===== src/rtl/board_update.sv =====
// Authoritative chess board: per-piece square and alive bit for both sides.
// A confirmed request relocates one piece, captures on the target, passes the turn.
module board_update (
  input  logic        clk,
  input  logic        RST,
  input  logic        en,
  input  logic        player,
  input  logic [5:0]  move_input,
  input  logic [3:0]  piece_number,
  output logic [95:0] location_vectors_w,
  output logic [95:0] location_vectors_b,
  output logic [15:0] alive_vectors_w,
  output logic [15:0] alive_vectors_b,
  output logic [1:0]  dbg_state,
  output logic        output_player,
  output logic        done
);

  typedef enum logic [1:0] {
    IDLE    = 2'd0,
    MOVE    = 2'd1,
    CAPTURE = 2'd2,
    DONE    = 2'd3
  } state_t;

  state_t state, state_nx;

  logic [5:0]  loc_w [16];
  logic [5:0]  loc_b [16];
  logic [15:0] alive_w, alive_b;

  logic        en_s, en_q, pl_s;
  logic [3:0]  pn_s;
  logic [5:0]  mv_s;
  logic        pl_q;
  logic [3:0]  pn_q;
  logic [5:0]  dst_q;
  logic        valid_q;
  logic        out_pl;
  logic        done_q;

  logic [15:0] hit_w, hit_b;
  logic [15:0] own_hit, sel_mask;
  logic        sel_alive, move_ok, start;

  function automatic logic [5:0] home(input logic blk, input logic [3:0] id);
    logic [2:0] x, y;
    if (!id[3]) begin
      x = id[2:0];
      y = blk ? 3'd6 : 3'd1;
    end else begin
      y = blk ? 3'd7 : 3'd0;
      case (id[2:0])
        3'd0:    x = 3'd0;
        3'd1:    x = 3'd7;
        3'd2:    x = 3'd1;
        3'd3:    x = 3'd6;
        3'd4:    x = 3'd2;
        3'd5:    x = 3'd5;
        3'd6:    x = 3'd3;
        default: x = 3'd4;
      endcase
    end
    return {y, x};
  endfunction

  // a start needs the registered en to rise, so held en never retriggers
  assign start = en_s & ~en_q;

  always_comb begin
    hit_w = '0;
    hit_b = '0;
    for (int i = 0; i < 16; i++) begin
      hit_w[i] = alive_w[i] && (loc_w[i] == dst_q);
      hit_b[i] = alive_b[i] && (loc_b[i] == dst_q);
    end
  end

  always_comb begin
    sel_mask  = 16'd1 << pn_q;
    own_hit   = pl_q ? hit_b : hit_w;
    sel_alive = pl_q ? alive_b[pn_q] : alive_w[pn_q];
    move_ok   = sel_alive && ((own_hit & ~sel_mask) == '0);
  end

  always_comb begin
    state_nx = state;
    unique case (state)
      IDLE:    if (start) state_nx = MOVE;
      MOVE:    state_nx = CAPTURE;
      CAPTURE: state_nx = DONE;
      DONE:    state_nx = IDLE;
      default: state_nx = IDLE;
    endcase
  end

  always_ff @(posedge clk or negedge RST) begin
    if (!RST) state <= IDLE;
    else      state <= state_nx;
  end

  always_ff @(posedge clk or negedge RST) begin
    if (!RST) begin
      for (int i = 0; i < 16; i++) begin
        loc_w[i] <= home(1'b0, 4'(i));
        loc_b[i] <= home(1'b1, 4'(i));
      end
      alive_w <= '1;
      alive_b <= '1;
      en_s    <= 1'b0;
      en_q    <= 1'b0;
      pl_s    <= 1'b0;
      pn_s    <= '0;
      mv_s    <= '0;
      pl_q    <= 1'b0;
      pn_q    <= '0;
      dst_q   <= '0;
      valid_q <= 1'b0;
      out_pl  <= 1'b0;
      done_q  <= 1'b0;
    end else begin
      en_s   <= en;
      en_q   <= en_s;
      pl_s   <= player;
      pn_s   <= piece_number;
      mv_s   <= move_input;
      done_q <= (state == CAPTURE);
      unique case (state)
        IDLE: begin
          if (start) begin
            pl_q  <= pl_s;
            pn_q  <= pn_s;
            dst_q <= mv_s;
          end
        end
        MOVE: begin
          valid_q <= move_ok;
          if (move_ok) begin
            if (pl_q) loc_b[pn_q] <= dst_q;
            else      loc_w[pn_q] <= dst_q;
          end
        end
        CAPTURE: begin
          // captured pieces keep their last square; only alive drops
          if (valid_q) begin
            if (pl_q) alive_w <= alive_w & ~hit_w;
            else      alive_b <= alive_b & ~hit_b;
            out_pl <= ~pl_q;
          end
        end
        default: ;
      endcase
    end
  end

  for (genvar g = 0; g < 16; g++) begin : g_pack
    assign location_vectors_w[6*g +: 6] = loc_w[g];
    assign location_vectors_b[6*g +: 6] = loc_b[g];
  end

  assign alive_vectors_w = alive_w;
  assign alive_vectors_b = alive_b;
  assign dbg_state       = state;
  assign output_player   = out_pl;
  assign done            = done_q;

endmodule


===== config.mk =====
export PLATFORM = sky130hd
export DESIGN_NAME = board_update
export DESIGN_NICKNAME = d
export VERILOG_FILES = /design/src/rtl/board_update.sv
export SDC_FILE = /design/constraint.sdc
export NUM_CORES = 1
export LEC_CHECK = 0
export CORE_ASPECT_RATIO = 2
export CORE_MARGIN = 5
export CORE_UTILIZATION = 59
export CTS_BUF_LIST = sky130_fd_sc_hd__clkbuf_8
export DETAILED_ROUTE_END_ITERATION = 8
export PLACE_DENSITY = 0.88
export SLEW_MARGIN = 20
export SYNTH_ARGS = -nofsm -noshare
export SYNTH_HDL_FRONTEND = slang
export SYNTH_SLANG_ARGS = --single-unit

===== constraint.sdc =====
create_clock -name clk -period 6.24 [get_ports clk]
set_input_delay 0.936 -clock clk [delete_from_list [all_inputs] [get_ports clk]]
set_output_delay 0.936 -clock clk [all_outputs]
set_load 0.02 [all_outputs]

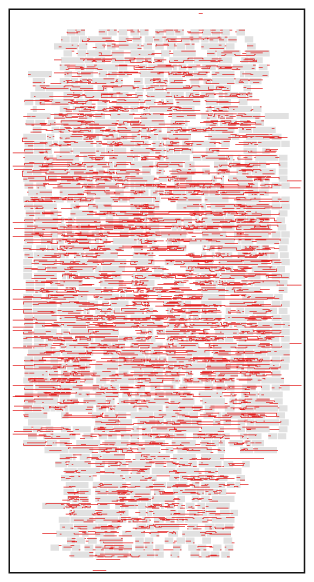
Figure 1: run 1, M1 wires.
Cells faint in the background.
share of all routed wire = 34%
nets with wire on the layer = 1,076
longest straight run = 43.7 µm
wire length on this layer = 12,400 µm
DR vias: 8,996
final wirelength: 36.2 mm

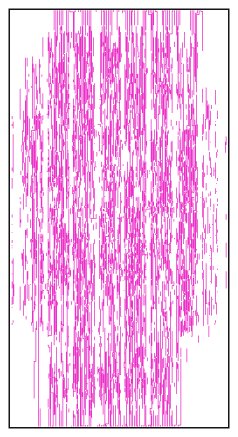
Figure 2: run 1, met2 routing.
wire length on this layer = 19,600 µm
share of all routed wire = 54%
met2 global-route usage: 0.515

==> results.cfg, run 1 <==
; yosys + openroad results
[outcome]
outcome = finished, final reports clean

[final_timing]
finalClockSkew_ns = 0.0285
setup_viol = 0
grt_setup_unrepaired = no
setup_tns_ns = 0
hold_violations = 0
fin_crit_ns = 4.61
worst_pin_slew_ns = 1.09
fmax_mhz = 217
finalClockPeriodUsage = 0.739
drv_slew = 0
relSlewSlack = 0.274

[place]
hpwl_mm = 25.7
place_congestion = 0.862

[logic_synthesis]
simple_gate_share = 0.0967
ys_cells = 995
fp_nets = 1013
async_flop_share = 1.00
yosysWarnings = 0
topCombFamilyByArea = multiplexers
ys_types = 54
ys.flops = 253
synth_seq_share = 0.501
xor_share = 0.130
yosys.area_share.adder = 0.00386
ff_type = dfstp_2
synth.cell_area_um2 = 13000
edf_count = 0

[drt]
ant_nets = 0
drt_iter0_drc = 516
drc = 0
wl_per_cell_um = 23.9
first_pass_iters = 5

[critical_path]
crit_cells = 8
crit_start = pn_q[2]$_DFFE_PN0P_
startpoint_type = flop
cpPeakStageDelay_ns = 0.90
cp_top_family = simple AND/OR/NAND/NOR gates
cp.required_ns = 6.66
worstReg2RegStart = pn_q[2]$_DFFE_PN0P_
reg2reg_depth = 8
path_buffers = 0
crit_path_end_kind = flop
path_cells = or4b_4 -> and3b_1 -> nand4_1 -> o2111ai_1 -> a2111oi_4 -> nand4_2 -> nor3_2 -> mux2_2
arrival_ns = 5.03
path_class = flop to flop
r2r-end = location_vectors_w[95]$_DFFE_PN0P_
crit_end = location_vectors_w[95]$_DFFE_PN0P_

[finish]
drive_gt1_frac = 0.246
area_growth_pct = 25.3
mostFrequentLayoutCell = clkdlybuf4s50_1
fill_cells = 1325
final_cell_mix = clkdlybuf4s50_1 (240), xor2_1 (154), mux2_1 (137)
finalNonFillerCells = 1516

[power]
power_leakage_nw = 7.20
power_density_nw_per_um2 = 481
ir_drop_v = 0.000299

[die]
fp-utilization = 0.600
die_h_um = 220
dieArea_um2 = 25200
io_pins = 242
rows = 76
coreArea_um2 = 21600

[global_routing]
grt_pass1_vias = 9482
antenna_found_initial = 1
grt_max_degree = 133
grt_pass1_wl_mm = 55.1
overflow = 0
grt_use_total = 0.285

[cts]
clockBufferDepth = 3
htreeDepth = 2
post-cts-setup-buffer-count = 0
cts_made_buffers = 37
clkTransAtPathRegs_ns = 0.07
cts-root-buf = clkbuf_8
cts_resized = 0
cts_tree = done

[flow_run]
cap_violations = 0
warnings = 35

[hold_path]
hold_class = flop to flop
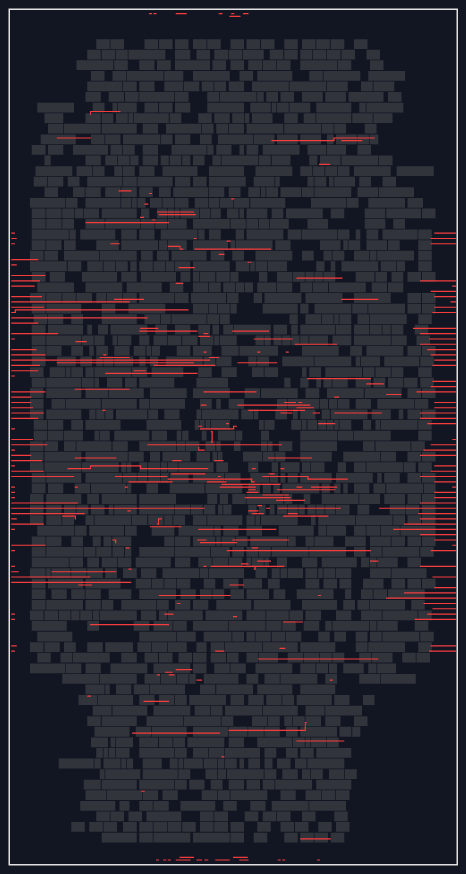
Figure 3: run 1, metal 3.
Cells faint in the background.
share of all routed wire = 5.5%
longest straight run = 50.8 µm
nets with wire on the layer = 199
wire length on this layer = 2,000 µm
Global Route met3 Usage: 0.0481

run 1: report_power, final:
| group | switching, mW | internal (mW) | leakage (nW) | total, mW |
|---|---|---|---|---|
| sequential | 0.764 | 2.19 | 2.97 | 2.95 |
| clock | 0.633 | 0.734 | 0.441 | 1.37 |
| combinational | 1.88 | 1.61 | 3.78 | 3.49 |
run 1: sequential cells by signal, indices dropped and copies added, names as in the netlist, 2 cells and up:
signal	flops
pn_q	4
alive_vectors_w	16
pn_s	4
mv_s	6
dst_q	6
alive_vectors_b	16
location_vectors_b	96
dbg_state	2
location_vectors_w	96
run 1: cell usage after synthesis, types with 3 or more instances:
master     number  share of area
nand4_1        17         0.0082
and3_1         10         0.0048
xnor2_1        38          0.026
o21a_1         14         0.0081
clkbuf_1       32         0.0093
nand2_1        12         0.0035
dfstp_2       128           0.26
o2111ai_1       4         0.0027
dfrtp_1       125           0.24
nor3_1          7         0.0027
a31oi_1         7         0.0034
mux2i_1         3         0.0023
nand3b_1        6         0.0035
mux2_2         31          0.027
ha_1            4         0.0039
nor4_1         26          0.013
nor3_4          8          0.010
buf_4          14         0.0081
mux2_1        137           0.12
or3_1          12         0.0058
buf_2          21         0.0081
a21boi_0        5         0.0029
a41oi_1         3         0.0020
buf_6           4         0.0035
mux4_2          8          0.014
mux2_4         36          0.042
nor3_2         10         0.0077
nand4bb_1       3         0.0026
nand4b_1        4         0.0027
nor2_1         31         0.0090
inv_1          16         0.0046
and3b_1         3         0.0020
nand3_1        27          0.010
o21ai_0         5         0.0019
nor2b_1         6         0.0029
xor2_1        154           0.10
run 1: per-layer routing:
metal	global-route usage	vias up	wire (µm)
li1	-	3938	-
met1	0.308	4586	12400
met2	0.515	364	19600
met3	0.0481	108	2000
met4	0.165	0	2180
met5	0	-	0
run 1: worst min-delay path by stage:
stage	end	from	depth (start not counted)
floorplan	en_q$_DFF_PN0_	en_s$_DFF_PN0_	0
global placement	en_q$_DFF_PN0_	en_s$_DFF_PN0_	0
detailed placement	en_q$_DFF_PN0_	en_s$_DFF_PN0_	0
CTS	en_q$_DFF_PN0_	en_s$_DFF_PN0_	0
global route	en_q$_DFF_PN0_	en_s$_DFF_PN0_	0
finish	en_q$_DFF_PN0_	en_s$_DFF_PN0_	0
run 1: per-stage QoR:
| stage | power, mW | setup slack, ns | hold slack [ns] | cell area (µm²) |
|---|---|---|---|---|
| final | 7.81 | 1.63 | 0.417 | 16200 |
| after CTS | 7.84 | 1.67 | 0.421 | 16200 |
| after global routing | 8.19 | 1.42 | 0.444 | 16200 |
| after global placement | 6.34 | 1.70 | 0.387 | 15500 |
| after floorplan | 5.00 | 3.11 | 0.374 | 13000 |
| after detailed placement | 6.44 | 1.68 | 0.402 | 15500 |
run 1: layout make-up:
class                           instances  area (µm²)  area share
Antenna cell                            1        2.50    0.000154
Clock buffer                           48         661      0.0407
Clock inverter                         19         109     0.00670
Inverter                               16        60.1     0.00370
Multi-Input combinational cell        653        6020       0.371
Sequential cell                       253        6500       0.400
Tap cell                              273         342      0.0210
Timing Repair Buffer                  253        2540       0.157
--- run 2 (diff from run 1) ---
--- a/config.mk
+++ b/config.mk
@@ -7,10 +7,10 @@
 export LEC_CHECK = 0
 export CORE_ASPECT_RATIO = 2
 export CORE_MARGIN = 5
-export CORE_UTILIZATION = 59
+export CORE_UTILIZATION = 54
 export CTS_BUF_LIST = sky130_fd_sc_hd__clkbuf_8
 export DETAILED_ROUTE_END_ITERATION = 8
-export PLACE_DENSITY = 0.88
+export PLACE_DENSITY = 0.81
 export SLEW_MARGIN = 20
 export SYNTH_ARGS = -nofsm -noshare
 export SYNTH_HDL_FRONTEND = slang
==> constraint.sdc (replaced) <==
create_clock -name clk -period 4.7 [get_ports clk]
set_input_delay 0.705 -clock clk [delete_from_list [all_inputs] [get_ports clk]]
set_output_delay 0.705 -clock clk [all_outputs]
set_load 0.02 [all_outputs]
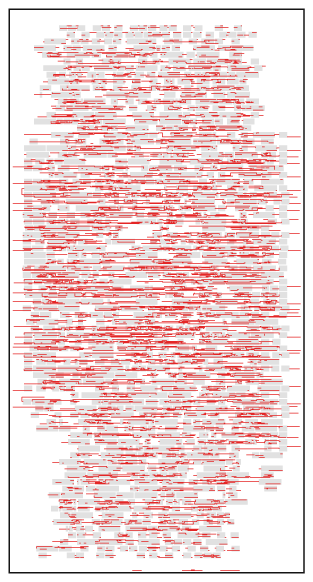
Figure 4: run 2, M1 wires.
Cells faint in the background.
nets with wire on the layer = 1,118
main direction = horizontal
wire length on this layer = 12,900 µm
share of all routed wire = 36%
longest straight run = 39.6 µm
DR vias: 8,874
met1 usage: 0.290
final wirelength: 36.0 mm

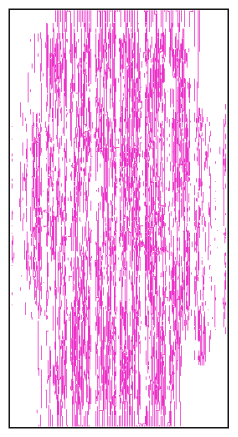
Figure 5: run 2, met2 routing.
longest straight run = 74.8 µm
share of all routed wire = 55%
met2 global-route usage: 0.488

==> run 2 against run 1 <==
  * Clock power rose by 27%
  * Critical path type unchanged
  * Cell area up 1.3%
  * Final cell count increased by 2.1%
==> results.cfg, run 2 <==
; yosys + openroad results
[place]
place_congestion = 0.907
pre_cts_ws_ns = 0.629
placed_cell_area_um2 = 15700
hpwl_mm = 26.6

[logic_synthesis]
ys_area_um2 = 13000
top_cell = xor2_1
ys_types = 54
topCellsByArea = dfstp_2 (26%), dfrtp_1 (24%), mux2_1 (12%), xor2_1 (10%), mux2_4 (4.2%)
fp_nets = 1013
ys.flops = 253
ys_cells = 995
common_cells = xor2_1 (154), mux2_1 (137), dfstp_2 (128), dfrtp_1 (125), xnor2_1 (38)
yosys.area.top_type = dfstp_2
yosysWarnings = 0
ff_type = dfstp_2
edf_count = 0
synth.cell_area_um2 = 13000
async_flop_share = 1.00

[finish]
finalNonFillerCells = 1548
final_area_um2 = 16400
mostFrequentLayoutCell = clkdlybuf4s50_1
drive_gt1_frac = 0.256
area_growth_pct = 26.9

[power]
ir_drop_v = 0.000392
p_sw_mw = 4.32
power_density_nw_per_um2 = 633
power_leakage_nw = 7.30
p_int_mw = 6.09
switching_share = 0.415
pwr-share-seq = 0.353
clkPwrFrac = 0.168

[final_timing]
worst_pin_slew_ns = 0.820
fin_crit_ns = 4.11
hold_violations = 0
setup_tns_ns = 0
grt_setup_unrepaired = no
whs_ns = 0.0704
relSlewSlack = 0.452
setup_viol = 0
drv_slew = 0
finalClockPeriodUsage = 0.874
finalClockSkew_ns = 0.0161
layout_setup_ws_ns = 0.591

[critical_path]
startpoint_type = flop
cp.required_ns = 5.11
path_class = flop to flop
arrival_ns = 4.52
crit_path_end_kind = flop

[hold_path]
hold_class = input pin to asynchronous set/reset pin

[cts]
cts_tree = done
cts-root-buf = clkbuf_8
clockBufferDepth = 3
cts_resized = 0
clkTransAtPathRegs_ns = 0.07
htreeDepth = 2
post-cts-setup-buffer-count = 0
cts_made_buffers = 36

[global_routing]
grt_pass1_vias = 9506
antenna_found_initial = 1

[die]
io_pins = 242
die_h_um = 229
dieArea_um2 = 27400
rows = 80
fp-utilization = 0.546

[outcome]
outcome = finished, final reports clean

[flow_run]
warnings = 30
cap_violations = 0

[drt]
drc = 0
drt_iter0_drc = 526
ant_nets = 0
wl_per_cell_um = 23.3
## run 2: final timing paths
check                                     from                                 end  cells past startpoint
setup / recovery           pn_q[3]$_DFFE_PN0P_  location_vectors_w[61]$_DFFE_PN0P_                      9
hold / removal                             RST                   mv_s[0]$_DFF_PN0_                      1
setup reg to reg           pn_q[3]$_DFFE_PN0P_  location_vectors_w[61]$_DFFE_PN0P_                      9
hold reg to reg                 en_s$_DFF_PN0_                      en_q$_DFF_PN0_                      0
max in group asynchronous                  RST  location_vectors_b[63]$_DFFE_PN1P_                      3
min in group clk                en_s$_DFF_PN0_                      en_q$_DFF_PN0_                      0
## run 2: through the flow
step / power [mW] / util
after floorplan: 6.64 / -
after global placement: 8.60 / 0.661
after detailed placement: 8.71 / 0.661
after CTS: 10.5 / 0.692
after global routing: 11.0 / 0.693
final: 10.4 / 0.693
## run 2: layout make-up
| class | count | area [µm²] | share of cell area |
|---|---|---|---|
| antenna | 1 | 2.50 | 0.000152 |
| clock buffer | 48 | 661 | 0.0402 |
| clock inverter | 16 | 67.6 | 0.00411 |
| inverter | 16 | 60.1 | 0.00365 |
| multi-input combinational | 653 | 6020 | 0.366 |
| sequential | 253 | 6500 | 0.395 |
| tap | 287 | 359 | 0.0218 |
| timing repair buffer | 274 | 2770 | 0.169 |
## run 2: power groups by stage
| stage | combinational (mW) | sequential [mW] | clock (mW) |
|---|---|---|---|
| 6_report | 4.99 | 3.68 | 1.74 |
| 5_1_grt | 5.32 | 3.76 | 1.88 |
| 4_1_cts | 5.03 | 3.67 | 1.79 |
| 3_5_place_dp | 5.01 | 3.71 | 0 |
| 3_3_place_gp | 4.92 | 3.68 | 0 |
| 2_1_floorplan | 2.63 | 4.01 | 0 |
## run 2: critical path, cell delays in order (launching register included)
cell	delay, ns
dfrtp_1	0.59
or4b_4	0.67
and3b_1	0.21
nand4_1	0.11
o2111ai_1	0.22
a2111oi_4	0.43
nand4_2	0.59
buf_4	0.39
nor3_2	0.38
mux2_2	0.40
## run 2: per-layer routing
metal  vias up  track usage  routed length (µm)
met4         0        0.113                1510
met3        80       0.0509                1750
li1       3991            -                   -
met2       270        0.488               19900
met1      4533        0.290               12900
met5         -            0                   0
## run 2: cells by family (layout without fill, tap and decap cells)
logic type	after synthesis	count (layout)	share of synthesized area
other cells	0	1	0
buf+inv	89	354	0.0342
simple gates	193	193	0.0967
compound gates	49	49	0.0304
fa+ha+maj	4	4	0.00386
mux	215	215	0.204
flops	253	253	0.501
xor+xnor	192	192	0.130
--- run 3 (diff from run 2) ---
--- a/config.mk
+++ b/config.mk
@@ -6,12 +6,12 @@
 export NUM_CORES = 1
 export LEC_CHECK = 0
 export CORE_ASPECT_RATIO = 2
-export CORE_MARGIN = 5
+export CORE_MARGIN = 10
 export CORE_UTILIZATION = 54
 export CTS_BUF_LIST = sky130_fd_sc_hd__clkbuf_8
 export DETAILED_ROUTE_END_ITERATION = 8
 export PLACE_DENSITY = 0.81
-export SLEW_MARGIN = 20
+export SLEW_MARGIN = 25
 export SYNTH_ARGS = -nofsm -noshare
 export SYNTH_HDL_FRONTEND = slang
 export SYNTH_SLANG_ARGS = --single-unit
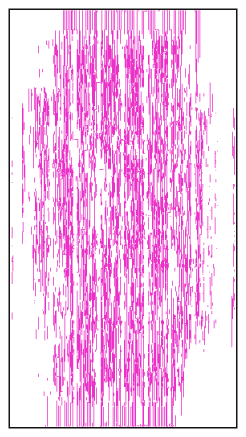
Figure 6: run 3, met2 routing.
wire length on this layer = 20.8 mm
main direction = vertical
longest straight run = 78.2 µm
nets with wire on the layer = 1,167
share of all routed wire = 54%
met2 global-route usage: 0.446
final wirelength: 38.5 mm
DR vias: 8,948

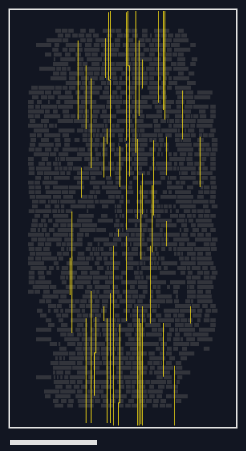
Figure 7: run 3, signal wires on met4.
The bar under the picture is 50 µm long. Cells faint in the background.
longest straight run = 103 µm
main direction = vertical

==> run 3 against run 2 <==
  * Core utilization fell by 0.063 points
  * Global-route usage down 1.6 points
  * Wire length rose by 6.8%
  * Count of clock-buffer cells in the layout is the same
  * Worst setup slack improved by 0.0084 ns
  * Register-to-register slack about the same
  * Via count increased by 0.83%
  * Sequential cell count stayed put
  * Largest cell class unchanged
==> results.cfg, run 3 <==
; yosys + openroad results
[power]
power_leakage_nw = 7.30
power_density_nw_per_um2 = 642
ir_drop_v = 0.000426

[finish]
n_antenna_cell = 0
final_area_um2 = 16400
mostFrequentLayoutCell = clkdlybuf4s50_1
finalNonFillerCells = 1547
final_cell_mix = clkdlybuf4s50_1 (240), xor2_1 (154), mux2_1 (137)
drive_gt1_frac = 0.255
final_util = 0.692
area_growth_pct = 26.8

[logic_synthesis]
synth_seq_share = 0.501
topCellsByArea = dfstp_2 (26%), dfrtp_1 (24%), mux2_1 (12%), xor2_1 (10%), mux2_4 (4.2%)
ys_area_um2 = 13000
fp_nets = 1013
synth_top_area_share = 0.260
edf_count = 0
top_cell = xor2_1
ys.flops = 253
yosysWarnings = 0
yosys.area.top_type = dfstp_2
ff_type = dfstp_2
common_cells = xor2_1 (154), mux2_1 (137), dfstp_2 (128), dfrtp_1 (125), xnor2_1 (38)
synth.cell_area_um2 = 13000
ys_types = 54
async_flop_share = 1.00
ys_cells = 995
syn_avg_cell_area_um2 = 13.0

[drt]
highest_layer = met4
drc = 0
met3_wirelength_mm = 2.07
drt_iter0_drc = 517
ant_nets = 0
wl_per_cell_um = 24.9
wl_met1_mm = 13.4
routed-wl-met2_mm = 20.8

[place]
hpwl_mm = 28.4
dp_cells = 1478
place_congestion = 0.884
placed_cell_area_um2 = 15600
port_buffers = 241

[cts]
cts_tree = done
cts_resized = 0
clk_latency_ns = 0.56
cts.sinks = 253
cts_hold_buf = 0
clkTransAtPathRegs_ns = 0.07
cts_made_buffers = 37
post-cts-setup-buffer-count = 0
cts-root-buf = clkbuf_8
htreeDepth = 2
clockBufferDepth = 3

[global_routing]
grt_pass1_vias = 9746
antenna_found_initial = 0
grt_use_total = 0.248
grt_pass1_wl_mm = 58.9

[final_timing]
grt_setup_unrepaired = no
whs_ns = 0.0635
hold_violations = 0
finalClockPeriodUsage = 0.872
setup_tns_ns = 0
worst_pin_slew_ns = 0.980
setup_viol = 0
finalClockSkew_ns = 0.0206
fin_crit_ns = 4.10
fmax_mhz = 244
drv_slew = 0
relSlewSlack = 0.347

[die]
die_h_um = 239
fp-utilization = 0.546
io_pins = 242
dieArea_um2 = 31000
rows = 80

[critical_path]
path_class = flop to flop
cp.required_ns = 5.14
startpoint_type = flop
arrival_ns = 4.54
timing.reg2reg.setup_slack_ns = 0.60
r2r-end = location_vectors_b[74]$_DFFE_PN0P_
reg2reg_depth = 8
worstReg2RegStart = pn_q[3]$_DFFE_PN0P_
crit_path_end_kind = flop

[flow_run]
cap_violations = 0
warnings = 30

[hold_path]
hold_class = input pin to asynchronous set/reset pin

[outcome]
outcome = finished, final reports clean
-- run 3: cell types whose count changed in the layout (fill, tap and decap cells not counted), sizes merged --
cell,before,now
buf,34,30
bufinv,0,1
clkinv,3,4
clkinvlp,0,1
diode,1,0
inv,29,30
-- run 3: worst max-delay path by stage --
stage,from,end,slack [ns],cells past startpoint
final,pn_q[3]$_DFFE_PN0P_,location_vectors_b[74]$_DFFE_PN0P_,0.60,8
after global routing,pn_q[3]$_DFFE_PN0P_,location_vectors_b[74]$_DFFE_PN0P_,0.48,8
after CTS,pn_q[3]$_DFFE_PN0P_,location_vectors_b[74]$_DFFE_PN0P_,0.65,8
after detailed placement,pn_q[3]$_DFFE_PN0P_,location_vectors_b[74]$_DFFE_PN0P_,0.66,8
after global placement,pn_q[3]$_DFFE_PN0P_,location_vectors_b[72]$_DFFE_PN0P_,0.67,8
after floorplan,pn_q[3]$_DFFE_PN0P_,location_vectors_w[75]$_DFFE_PN0P_,1.57,10
-- run 3: power by group --
group / internal [mW] / switching (mW) / leakage [nW]
logic: 2.23 / 2.58 / 3.88
registers: 2.91 / 0.981 / 2.97
clock network: 0.974 / 0.872 / 0.450
total: 6.11 / 4.43 / 7.30
-- run 3: area by class of cell --
type | count | area (µm²)
Clock inverter | 20 | 110
Timing Repair Buffer | 270 | 2720
Sequential cell | 253 | 6500
Clock buffer | 48 | 661
Tap cell | 287 | 359
Inverter | 16 | 60.1
Multi-Input combinational cell | 653 | 6020
Fill cell | 1773 | 7300
-- run 3: stage by stage --
| stage | power, mW | setup WS [ns] |
|---|---|---|
| 2_1_floorplan | 6.64 | 1.57 |
| 3_3_place_gp | 8.64 | 0.672 |
| 3_5_place_dp | 8.74 | 0.662 |
| 4_1_cts | 10.6 | 0.654 |
| 5_1_grt | 11.1 | 0.477 |
| 6_report | 10.5 | 0.600 |
-- run 3: logic make-up after synthesis --
kind of cell / after synthesis / synth area share
compound gates: 49 / 0.0304
xor+xnor: 192 / 0.130
fa+ha+maj: 4 / 0.00386
buf+inv: 89 / 0.0342
flops: 253 / 0.501
mux: 215 / 0.204
simple gates: 193 / 0.0967
-- run 3: critical path, cell delays in order, from the launching register on --
cell,delay (ns)
dfrtp_1,0.61
or4b_4,0.69
and3b_1,0.21
nand4_1,0.12
o2111ai_1,0.25
a2111oi_4,0.47
nand4_2,0.53
a211oi_2,0.72
mux2_1,0.38
-- run 3: routing by layer --
layer,global-route usage,vias up
li1,-,3958
met1,0.263,4584
met2,0.446,301
met3,0.0475,105
met4,0.134,0
met5,0,-

==> notes/layouts.md <==
Pictures saved along the way, in no particular order.

Congestion heat map.
picture 1
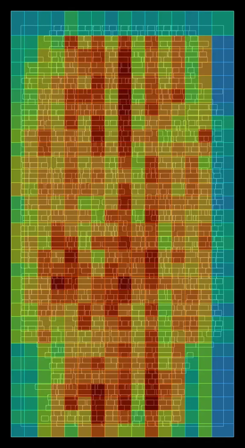
picture 2
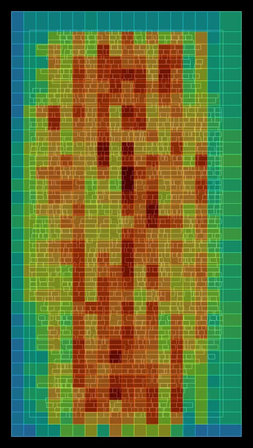
Picture 1 comes from run 1.
Picture 2 comes from run 3.
The one with the highest track usage is picture 1.

No activity file was given, so power comes from the tool's default toggle rates.
